==> config.mk <==
export PLATFORM = sky130hd
export DESIGN_NAME = parity_err_ctrl
export DESIGN_NICKNAME = d
export VERILOG_FILES = /design/src/rtl/parity_ctrl_pkg.sv /design/src/rtl/parity_inj_seq.sv /design/src/rtl/parity_err_ctrl.sv
export SDC_FILE = /design/constraint.sdc
export NUM_CORES = 1
export LEC_CHECK = 0
export ABC_AREA = 1
export CAP_MARGIN = 25
export CORE_MARGIN = 4
export CORE_UTILIZATION = 39
export DETAILED_ROUTE_END_ITERATION = 16
export HOLD_SLACK_MARGIN = 0.06
export SLEW_MARGIN = 20
export SYNTH_ARGS = -nofsm -noshare
export SYNTH_HDL_FRONTEND = slang
export SYNTH_SLANG_ARGS = --single-unit
==> constraint.sdc <==
create_clock -name ACLK -period 3.5 [get_ports ACLK]
set_clock_uncertainty 0.05 [all_clocks]
set_input_delay 0.875 -clock ACLK [delete_from_list [all_inputs] [get_ports ACLK]]
set_output_delay 0.875 -clock ACLK [all_outputs]
set_load 0.05 [all_outputs]
==> src/rtl/parity_ctrl_pkg.sv <==
// Shared types and helpers for the bus-interface parity controller.
package parity_ctrl_pkg;

  typedef enum logic [1:0] {
    IDLE = 2'd0,
    ARM  = 2'd1,
    WAIT = 2'd2,
    DONE = 2'd3
  } inj_state_e;

  localparam int unsigned CH_WADDR = 0;
  localparam int unsigned CH_WDATA = 1;
  localparam int unsigned CH_RADDR = 2;
  localparam int unsigned CH_RDATA = 3;

  // Index width for n items; never below 1 so single-channel builds still have a port.
  function automatic int unsigned clog2(input int unsigned n);
    int unsigned r;
    r = 0;
    for (int i = 0; i < 31; i++) begin
      if ((32'd1 << i) < n) r = i + 1;
    end
    return (r == 0) ? 1 : r;
  endfunction

endpackage

==> src/rtl/parity_inj_seq.sv <==
// Self-test sequencer: arms a fault injection on one channel and waits for the checker to flag it.
module parity_inj_seq
  import parity_ctrl_pkg::*;
#(
  parameter int unsigned NUM_CH      = 4,
  parameter int unsigned INJ_TIMEOUT = 16,
  localparam int unsigned IDX_W      = clog2(NUM_CH)
) (
  input  logic              ACLK,
  input  logic              RESETN_ACLK,
  input  logic [NUM_CH-1:0] ch_valid,
  input  logic [NUM_CH-1:0] ch_perr,
  input  logic [NUM_CH-1:0] enerr,
  input  logic              inj_req,
  input  logic [IDX_W-1:0]  inj_ch,
  output logic [NUM_CH-1:0] fierr,
  output logic              inj_ack,
  output logic              inj_pass,
  output logic [NUM_CH-1:0] mask_c
);

  localparam int unsigned TMR_W = clog2(INJ_TIMEOUT);

  inj_state_e        state;
  logic [IDX_W-1:0]  cap_ch;
  logic [TMR_W-1:0]  timer;
  logic              wait_low;
  logic [NUM_CH-1:0] req_oh;
  logic [NUM_CH-1:0] cap_oh;
  logic              req_ok;
  logic              cap_valid;
  logic              cap_perr;
  logic              timer_hit;

  // An out-of-range request channel shifts to zero, so it fails the enable test.
  assign req_oh    = NUM_CH'(1) << inj_ch;
  assign cap_oh    = NUM_CH'(1) << cap_ch;
  assign req_ok    = |(enerr & req_oh);
  assign cap_valid = |(ch_valid & cap_oh);
  assign cap_perr  = |(ch_perr & cap_oh);
  assign timer_hit = (timer == TMR_W'(INJ_TIMEOUT - 1));
  assign mask_c    = (state == ARM || state == WAIT) ? cap_oh : '0;

  always_ff @(posedge ACLK or negedge RESETN_ACLK) begin
    if (!RESETN_ACLK) begin
      state    <= IDLE;
      cap_ch   <= '0;
      timer    <= '0;
      wait_low <= 1'b0;
      fierr    <= '0;
      inj_ack  <= 1'b0;
      inj_pass <= 1'b0;
    end else begin
      inj_ack <= 1'b0;
      // After an acknowledge the requester must drop its request before the next one counts.
      if (state == DONE) wait_low <= 1'b1;
      else if (!inj_req) wait_low <= 1'b0;

      unique case (state)
        IDLE: begin
          if (inj_req && !wait_low) begin
            cap_ch <= inj_ch;
            timer  <= '0;
            if (req_ok) begin
              state <= ARM;
              fierr <= req_oh;
            end else begin
              state    <= DONE;
              inj_ack  <= 1'b1;
              inj_pass <= 1'b0;
            end
          end
        end
        ARM: begin
          timer <= timer + TMR_W'(1);
          if (timer_hit) begin
            state    <= DONE;
            fierr    <= '0;
            inj_ack  <= 1'b1;
            inj_pass <= 1'b0;
          end else if (cap_valid) begin
            state <= WAIT;
            fierr <= '0;
          end
        end
        WAIT: begin
          timer <= timer + TMR_W'(1);
          if (cap_valid && cap_perr) begin
            state    <= DONE;
            inj_ack  <= 1'b1;
            inj_pass <= 1'b1;
          end else if (timer_hit) begin
            state    <= DONE;
            inj_ack  <= 1'b1;
            inj_pass <= 1'b0;
          end
        end
        DONE: state <= IDLE;
      endcase
    end
  end

endmodule

==> src/rtl/parity_err_ctrl.sv <==
// Parity controller: check enables, sticky error status, saturating counter and dual-rail alarm.
module parity_err_ctrl
  import parity_ctrl_pkg::*;
#(
  parameter int unsigned NUM_CH      = 4,
  parameter int unsigned CNT_W       = 8,
  parameter int unsigned INJ_TIMEOUT = 16,
  localparam int unsigned IDX_W      = clog2(NUM_CH)
) (
  input  logic              ACLK,
  input  logic              RESETN_ACLK,
  input  logic [NUM_CH-1:0] CH_VALID,
  input  logic [NUM_CH-1:0] CH_PERR,
  input  logic [NUM_CH-1:0] CFG_EN,
  output logic [NUM_CH-1:0] ENERR,
  output logic [NUM_CH-1:0] FIERR,
  input  logic              INJ_REQ,
  input  logic [IDX_W-1:0]  INJ_CH,
  output logic              INJ_ACK,
  output logic              INJ_PASS,
  input  logic              CLR_REQ,
  output logic              CLR_ACK,
  output logic [NUM_CH-1:0] ERR_STATUS,
  output logic [CNT_W-1:0]  ERR_CNT,
  output logic [IDX_W-1:0]  ERR_FIRST,
  output logic              ERR,
  output logic              ERR_B
);

  localparam logic [CNT_W-1:0] CNT_MAX = '1;

  logic [NUM_CH-1:0] mask_c;
  logic [NUM_CH-1:0] hit;
  logic              any_hit;
  logic [IDX_W-1:0]  hit_low;

  parity_inj_seq #(
    .NUM_CH      (NUM_CH),
    .INJ_TIMEOUT (INJ_TIMEOUT)
  ) u_inj_seq (
    .ACLK        (ACLK),
    .RESETN_ACLK (RESETN_ACLK),
    .ch_valid    (CH_VALID),
    .ch_perr     (CH_PERR),
    .enerr       (ENERR),
    .inj_req     (INJ_REQ),
    .inj_ch      (INJ_CH),
    .fierr       (FIERR),
    .inj_ack     (INJ_ACK),
    .inj_pass    (INJ_PASS),
    .mask_c      (mask_c)
  );

  // The channel under self-test is masked so the injected fault never reaches status.
  assign hit     = CH_VALID & CH_PERR & ENERR & ~mask_c;
  assign any_hit = |hit;

  always_comb begin
    hit_low = '0;
    for (int i = NUM_CH - 1; i >= 0; i--) begin
      if (hit[i]) hit_low = IDX_W'(i);
    end
  end

  // A clear coinciding with a hit restarts the history from that hit.
  always_ff @(posedge ACLK or negedge RESETN_ACLK) begin
    if (!RESETN_ACLK) begin
      ENERR      <= '0;
      CLR_ACK    <= 1'b0;
      ERR_STATUS <= '0;
      ERR_CNT    <= '0;
      ERR_FIRST  <= '0;
      ERR        <= 1'b0;
      ERR_B      <= 1'b1;
    end else begin
      ENERR   <= CFG_EN;
      CLR_ACK <= CLR_REQ;
      ERR     <= |ERR_STATUS;
      ERR_B   <= ~(|ERR_STATUS);
      if (CLR_REQ) begin
        ERR_STATUS <= hit;
        ERR_CNT    <= CNT_W'(any_hit);
        ERR_FIRST  <= hit_low;
      end else begin
        ERR_STATUS <= ERR_STATUS | hit;
        if (any_hit && ERR_CNT != CNT_MAX) ERR_CNT <= ERR_CNT + CNT_W'(1);
        if (any_hit && ERR_STATUS == '0) ERR_FIRST <= hit_low;
      end
    end
  end

endmodule
Routing congestion map:
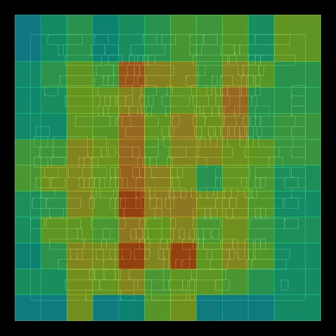
global-route usage over all layers: 15.0%
global routing usage on met3: 3.88%

Signal wires by layer:
Bar = 20 µm.
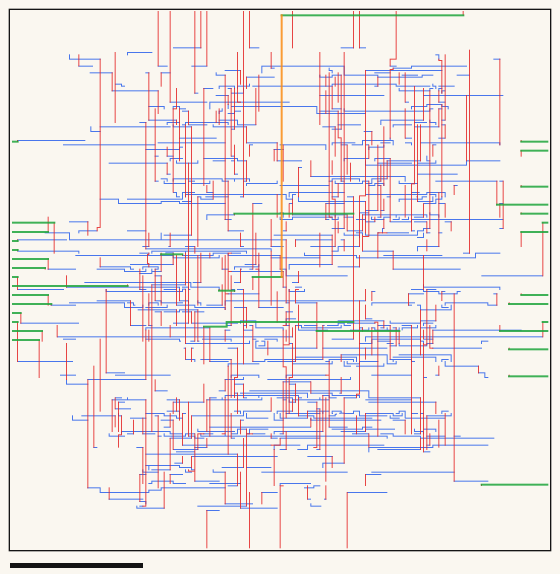
met4 -> orange  # wire length 39.4 µm
met2 -> red  # wire length 1830 µm
met1 -> blue  # wire length 2430 µm
met3 -> green  # wire length 221 µm
wire length per cell after detailed routing: 12.1 µm
count of vias placed by the detailed router: 1735

==> job_summary.md <==
### Flow metrics

| Metric | Value |
|---|---|
| CTS tree | `done` |
| Number of warnings printed during yosys synthesis | `0` |
| Area fraction in full adders, half adders and majority gates | `between 3 and 4%` |
| Xor+xnor area frac | `approximately 3%` |
| Worst hold stages | `1` |
| Cells on worst reg2reg path | `11` |
| Clock network power share | `around 17%` |
| Worst Setup Start Kind | `flop` |
| Die span in x | `81.4 µm` |
| Share of synthesized registers carrying an async set or reset | `100%` |
| OpenROAD warnings | `29` |
| Weighted congestion at the end of routability-driven global placement | `0.809` |
| Via count of the first global-routing pass | `1582` |
| Largest register FFs | `8` |
| Tap Cells | `around 70` |
| Routed length on met2 | `roughly 1800 µm` |
| Setup tns final | `0 ns` |
| Result of the run | `completed` |
| I/O pin cnt | `45` |
| Clk buf depth | `2` |
| Logic family by area | `simple AND/OR/NAND/NOR gates` |
| Port Buf Inserts | `about 44` |
| Combinational cell power | `roughly 0.00096 W` |
| Relative contribution of combinational cells to total power | `just over 50%` |
| Worst min-delay path class | `reg2reg` |
| Most area-hungry cell type in the Yosys netlist | `sky130_fd_sc_hd__dfrtp_1` |
| Register with the highest flop count | `ERR_CNT` |
| Sequential standard cell area | `902 µm²` |
| Count of instances resized after the clock tree is built | `0` |
| Pin count of the biggest net entering global routing | `37` |
| Gate count of the mapped netlist | `approximately 260` |
| Post-Place Cells | `approximately 370` |
| Number of DRC violations after detailed routing | `0` |
| Wire length of the first global-routing pass | `between 7000 and 8000 µm` |
| Final critical delay including setup and external delays | `~2.5 ns` |
| Number of distinct library cells after synthesis | `35` |
| Buffers & Inverters on Critical Path | `1` |
| Worst slew slack as a fraction of its limit | `roughly 46%` |
| Type of element capturing the critical path | `output pin` |
| Seq pwr share | `approximately 33%` |
Logic cells by family:
Bar = 20 µm.
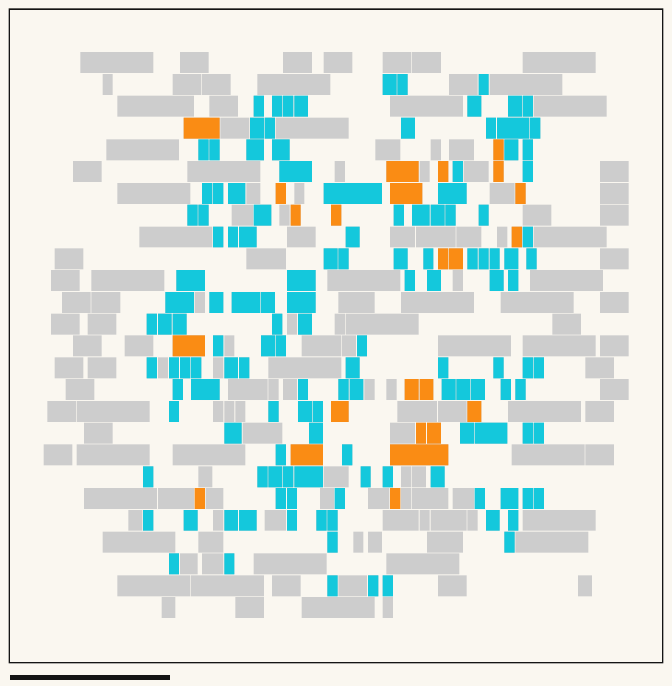
NAND gates -> cyan  # cells 136
NOR gates -> orange  # cells 24
count of placed standard cells in the final layout, fillers left out: 374
combinational fraction of the cell area: 39.5%
most common logic cell in the routed design: sky130_fd_sc_hd__nand2_1

Power figures rest on the tool's default switching activity, not on a simulated workload.
